===== config.mk =====
export PLATFORM = sky130hd
export DESIGN_NAME = fetch_prefetch_queue
export DESIGN_NICKNAME = d
export VERILOG_FILES = /design/src/rtl/fetch_prefetch_queue.sv
export SDC_FILE = /design/constraint.sdc
export NUM_CORES = 1
export LEC_CHECK = 0
export CORE_ASPECT_RATIO = 0.6
export CORE_MARGIN = 2
export CORE_UTILIZATION = 55
export CTS_CLUSTER_DIAMETER = 60
export DETAILED_ROUTE_END_ITERATION = 12
export PLACE_DENSITY = 0.77
export SLEW_MARGIN = 40
export SYNTH_ARGS = -nofsm -noshare
export SYNTH_HDL_FRONTEND = slang
export SYNTH_SLANG_ARGS = --single-unit

===== constraint.sdc =====
create_clock -name clk -period 4.9 [get_ports clk]
set_input_delay 0.49 -clock clk [delete_from_list [all_inputs] [get_ports clk]]
set_output_delay 0.49 -clock clk [all_outputs]
set_load 0.02 [all_outputs]

===== src/rtl/fetch_prefetch_queue.sv =====
// Instruction fetch front end: owns the PC, issues in-order imem requests under a
// credit limit, buffers returned words with PC+4, and squashes wrong-path fetches on redirect.
//
// state  | meaning
// S_BOOT | first cycle after reset, no requests issued
// S_RUN  | normal fetch, held until reset
module fetch_prefetch_queue #(
    parameter int unsigned DEPTH    = 4,
    parameter int unsigned MAX_OUT  = 2,
    parameter logic [31:0] RESET_PC = 32'h0
) (
    input  logic        clk,
    input  logic        rst_n,
    input  logic        redirect_valid,
    input  logic [31:0] redirect_pc,
    output logic        imem_req,
    output logic [31:0] imem_addr,
    input  logic        imem_ack,
    input  logic        imem_rvalid,
    input  logic [31:0] imem_rdata,
    output logic        out_valid,
    input  logic        out_ready,
    output logic [31:0] out_instr,
    output logic [31:0] out_pc4
);

    localparam int unsigned PW = $clog2(DEPTH);
    localparam int unsigned CW = $clog2(DEPTH + 1);
    localparam int unsigned OW = $clog2(MAX_OUT + 1);
    localparam int unsigned AW = (MAX_OUT > 1) ? $clog2(MAX_OUT) : 1;

    typedef enum logic {S_BOOT, S_RUN} state_t;

    state_t        state_q, state_d;
    logic [31:0]   pc_q, pc_d;
    logic [PW-1:0] head_q, head_d, tail_q, tail_d;
    logic [CW-1:0] count_q, count_d;
    logic [OW-1:0] outst_q, outst_d, drop_q, drop_d;
    logic [AW-1:0] af_wr_q, af_wr_d, af_rd_q, af_rd_d;
    logic [31:0]   out_instr_q, out_instr_d, out_pc4_q, out_pc4_d;

    logic [31:0]   q_instr [DEPTH];
    logic [31:0]   q_pc4   [DEPTH];
    logic [31:0]   af_addr [MAX_OUT];

    logic          issue, enq, deq, drop_rsp;
    logic [31:0]   enq_pc4;

    always_ff @(posedge clk) begin
        if (!rst_n) state_q <= S_BOOT;
        else        state_q <= state_d;
    end

    // Credit: words already queued plus live (non-dropped) requests must fit the queue.
    always_comb begin
        state_d  = S_RUN;
        imem_req = 1'b0;
        if (rst_n && (state_q == S_RUN) && !redirect_valid &&
            (32'(outst_q) < MAX_OUT) &&
            ((32'(count_q) + 32'(outst_q) - 32'(drop_q)) < DEPTH)) begin
            imem_req = 1'b1;
        end
    end

    assign imem_addr = pc_q;
    assign out_valid = rst_n && (count_q != '0);
    assign out_instr = out_instr_q;
    assign out_pc4   = out_pc4_q;

    assign issue    = imem_req && imem_ack;
    assign drop_rsp = imem_rvalid && (redirect_valid || (drop_q != '0));
    assign enq      = imem_rvalid && !drop_rsp;
    assign deq      = out_valid && out_ready;
    assign enq_pc4  = af_addr[af_rd_q] + 32'd4;

    always_comb begin
        pc_d        = pc_q;
        head_d      = head_q;
        tail_d      = tail_q;
        count_d     = count_q;
        outst_d     = outst_q;
        drop_d      = drop_q;
        af_wr_d     = af_wr_q;
        af_rd_d     = af_rd_q;
        out_instr_d = out_instr_q;
        out_pc4_d   = out_pc4_q;

        if (issue) begin
            pc_d    = pc_q + 32'd4;
            af_wr_d = (af_wr_q == AW'(MAX_OUT - 1)) ? '0 : af_wr_q + AW'(1);
        end
        if (imem_rvalid) begin
            af_rd_d = (af_rd_q == AW'(MAX_OUT - 1)) ? '0 : af_rd_q + AW'(1);
            if (drop_q != '0) drop_d = drop_q - OW'(1);
        end
        case ({issue, imem_rvalid})
            2'b10:   outst_d = outst_q + OW'(1);
            2'b01:   outst_d = outst_q - OW'(1);
            default: outst_d = outst_q;
        endcase

        if (deq) head_d = head_q + PW'(1);
        if (enq) tail_d = tail_q + PW'(1);
        case ({enq, deq})
            2'b10:   count_d = count_q + CW'(1);
            2'b01:   count_d = count_q - CW'(1);
            default: count_d = count_q;
        endcase

        if (redirect_valid) begin
            pc_d    = redirect_pc;
            head_d  = '0;
            tail_d  = '0;
            count_d = '0;
            drop_d  = outst_d;
        end

        // Output registers track the next head; the word being written now counts when it becomes the head.
        if (count_d != '0) begin
            if (enq && (head_d == tail_q)) begin
                out_instr_d = imem_rdata;
                out_pc4_d   = enq_pc4;
            end else begin
                out_instr_d = q_instr[head_d];
                out_pc4_d   = q_pc4[head_d];
            end
        end
    end

    always_ff @(posedge clk) begin
        if (!rst_n) begin
            pc_q        <= RESET_PC;
            head_q      <= '0;
            tail_q      <= '0;
            count_q     <= '0;
            outst_q     <= '0;
            drop_q      <= '0;
            af_wr_q     <= '0;
            af_rd_q     <= '0;
            out_instr_q <= '0;
            out_pc4_q   <= '0;
        end else begin
            pc_q        <= pc_d;
            head_q      <= head_d;
            tail_q      <= tail_d;
            count_q     <= count_d;
            outst_q     <= outst_d;
            drop_q      <= drop_d;
            af_wr_q     <= af_wr_d;
            af_rd_q     <= af_rd_d;
            out_instr_q <= out_instr_d;
            out_pc4_q   <= out_pc4_d;
        end
    end

    always_ff @(posedge clk) begin
        if (enq) begin
            q_instr[tail_q] <= imem_rdata;
            q_pc4[tail_q]   <= enq_pc4;
        end
        if (issue) af_addr[af_wr_q] <= pc_q;
    end

    a_rvalid_needs_outstanding: assert property (@(posedge clk) disable iff (!rst_n)
        imem_rvalid |-> (outst_q != '0));
    a_no_enq_when_full: assert property (@(posedge clk) disable iff (!rst_n)
        enq |-> (32'(count_q) < DEPTH));

endmodule


==> run summary <==
Notes on the flow run.

- The peak fanout along the critical path is 28, for reference.
- The post-layout period usage of the worst path is 79.3%, for reference.
- The startpoint type of the worst setup path is a register, for reference.
- The initial antenna violation count came to 0.
- After technology mapping, the gate count stands at 1412.
- The fraction of final layout cells sized beyond drive strength 1 is 8.58%, for reference.
- The run finished with clean final reports.
- The cell sequence reported for the critical path is o311ai_4, inv_2, ha_1, fa_1, xnor2_1, or3_1, a31oi_4, buf_4, o21ai_0, a31oi_1.
- The script extracted a net switching power of 1.93 mW.
- For the worst setup path, the data arrival time is 4.34 ns.
- Compared with the post-synthesis result, the final layout area differs by 19.8%.
- The biggest cell delay along the critical path is 0.63 ns, for reference.
- By instance count after routing, the leading logic cell type is edfxtp_1.
- The buffer levels on the longest clock path is 3, for reference.
- The worst VDD IR drop from the latest analysis is 0.000231 V.
- The overall die area is 0.0349 sq mm, for reference.
- Using the TritonRoute via totals, the vias-per-cell ratio works out to 6.18.
- The share of synthesized area occupied by flip-flops and latches is 64.4%, for reference.
- The number of hold buffers added after CTS was 0.
- The clock network fraction of design power is 40.2%, for reference.
- The number of buffers inserted during clock tree synthesis is 40, for reference.
- The post-synth design cell area is 0.0184 sq mm, for reference.
- In this run the power density over the cells is 380 mW/mm^2.
- The synthesized chip area reported by yosys is 0.0184 sq mm, for reference.
- Ranked by total cell area, the synthesized netlist is headed by edfxtp_1 52%, dfxtp_1 12%, mux2i_1 8.0%.
- Across all stage logs, warnings added up to 30.
- The number of core rows is 51, for reference.
- Leaving out fill and tap cells, the most frequent cells in the layout are 320 x edfxtp_1, 165 x clkdlybuf4s50_1, 146 x mux2i_1.
- After synthesis, the mean cell area works out to 13.0 sq um.
- The kind of critical path is register to register, for reference.
- The cell with the largest stage delay on the worst path is o311ai_4, for reference.
- The count of input and output buffers is 167, for reference.
- Sorting the Yosys area breakdown by cell type puts at the top edfxtp_1.
- The via count of the first global-routing pass was 12400.
- The total of warnings raised by yosys is 0, for reference.
- Headroom to the max-slew limit came out at 43.8%.
- STA classifies the critical path endpoint as a register.
- For reference, the final report shows the max-slew violation count at 0.
- The max-cap violation count is 0, for reference.
- The count of clock tree sinks is 431, for reference.
- The xor and xnor area share after synthesis is 1.83%, for reference.
- The clock tree from TritonCTS is yes, for reference.
- The first detailed-routing pass ran for 6 iterations.
- Data on the critical path is required at its endpoint by 5.35 ns.
- The synthesized netlist was found by Yosys to have 1412 cells.
- Post-CTS repair changed the size of 0 cells.
- Registers are responsible for 49.8% of the overall power.
- The layout net count is 1649, for reference.
- The dominant combinational cell family by area after synthesis is AND-OR/OR-AND gates, for reference.
- Entering global routing, the biggest net connects 75 pins.
- The commonest register cell after synthesis is edfxtp_1, for reference.
==> final timing paths <==
check,from,endpoint,depth (start not counted),slack (ns)
worst min-delay path,redirect_valid,tail_q[1]$_SDFFE_PP0P_,4,0.31
worst max register to register,count_q[1]$_SDFF_PN0_,out_instr[28]$_SDFFE_PN0P_,10,1.01
worst max-delay path,count_q[1]$_SDFF_PN0_,out_instr[28]$_SDFFE_PN0P_,10,1.01
worst min register to register,imem_addr[1]$_SDFFE_PN0P_,af_addr[0][1]$_DFFE_PP_,0,0.52
==> state kept, by name (all words and copies together) (netlist names), 2 cells and up, named ones only <==
signal / flops
af_addr: 64
count_q: 3
drop_q: 2
head_q: 2
imem_addr: 32
out_instr: 32
out_pc4: 32
outst_q: 2
q_instr: 128
q_pc4: 128
tail_q: 2
==> power groups by stage <==
stage	logic [mW]	registers (mW)	clock network, mW
after floorplan	0.409	4.27	0
after global placement	0.797	4.23	0
after detailed placement	0.817	4.23	0
after CTS	0.824	4.15	3.40
after global routing	0.895	4.17	3.57
final	0.833	4.16	3.36
==> layout make-up <==
cell class	instances	area, sq um
Clock inverter	19	263
Tap cell	450	563
Clock buffer	55	1170
Inverter	25	93.8
Fill cell	2367	10700
Sequential cell	431	11800
Timing Repair Buffer	196	1960
Multi-Input combinational cell	870	6110
==> worst max-delay path, delay by kind of cell (launching register included) <==
family                   cells  cell delay, ns
AND-OR/OR-AND                4            1.53
adder cells (fa/ha/maj)      2            0.70
buffers and inverters        2            0.66
flip-flops                   1            0.39
AND/OR/NAND/NOR              1            0.38
XOR/XNOR                     1            0.14
==> Yosys cell counts, drive strengths merged, types with 9 or more instances <==
cell type / count
xnor2: 22
nand4: 19
clkbuf: 44
o22a: 54
xor2: 13
a21oi: 72
mux2: 11
ha: 13
a31oi: 60
or3: 9
and2: 18
nor3: 9
inv: 24
dfxtp: 111
nor2: 45
nor4: 9
mux2i: 146
and3: 16
edfxtp: 320
buf: 42
o22ai: 9
nand3: 41
o21ai: 95
nand2: 95
==> logic make-up after synthesis <==
logic type	Yosys count
flops	431
compound gates	358
simple gates	304
mux	157
buf+inv	111
xor+xnor	36
fa+ha+maj	15
==> metrics by stage <==
stage | cells | util, % | instance area [sq um] | total power [mW] | hold slack, ns
after CTS | 2045 | 67.1 | 21900 | 8.38 | 0.300
final | 2046 | 67.3 | 22000 | 8.35 | 0.312
after global placement | 1971 | 62.7 | 20500 | 5.03 | 0.498
after global routing | 2046 | 67.3 | 22000 | 8.63 | 0.330
after detailed placement | 1971 | 62.8 | 20500 | 5.05 | 0.506
after floorplan | 1412 | - | 18400 | 4.68 | 0.481
==> metal layers <==
layer | wire, um | global-route usage [%] | vias to the layer above
met5 | 0 | 0 | -
met4 | 609 | 5.65 | 0
met3 | 3840 | 5.92 | 53
met2 | 20400 | 38.6 | 567
met1 | 19600 | 36.3 | 6274
li1 | - | - | 5754
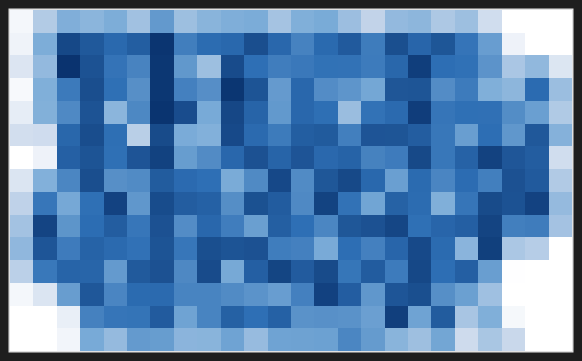
(local utilization)
24 x 15 tiles, from white (low) to dark blue (high), 0 to 100% covered.
The emptiest ninth of the die: south-east. The mean over all tiles is 61%. The fullest tile reaches 99%. 5.8% of the tiles are nearly empty. 37% of the tiles are over 75% full.
core utilization at floorplan: 56.2%
standard cell core area: 0.0327 sq mm

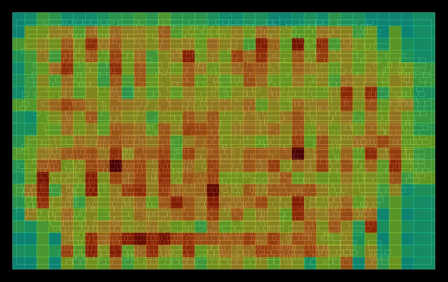
(routing congestion map)
Final Core Density: 67.3%
fraction of met2 tracks used by global routing: 38.6%
WL/cell: 21.7 um
met3 usage in global routing: 5.92%

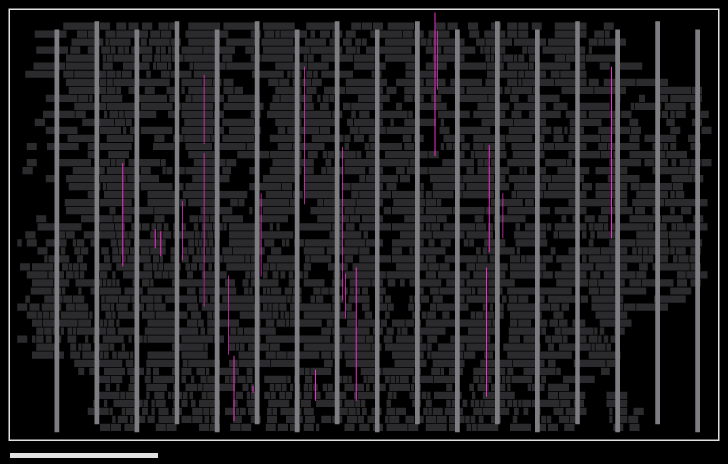
(met4 routing)
Bar = 50 um. Supply wires on this layer in gray. Cells faint in the background.
The layer carries 610 um of wire. 16 nets have wire on it.
final wirelength: 44.5 mm
via count: 12600

No activity file was given, so power comes from the tool's default toggle rates.
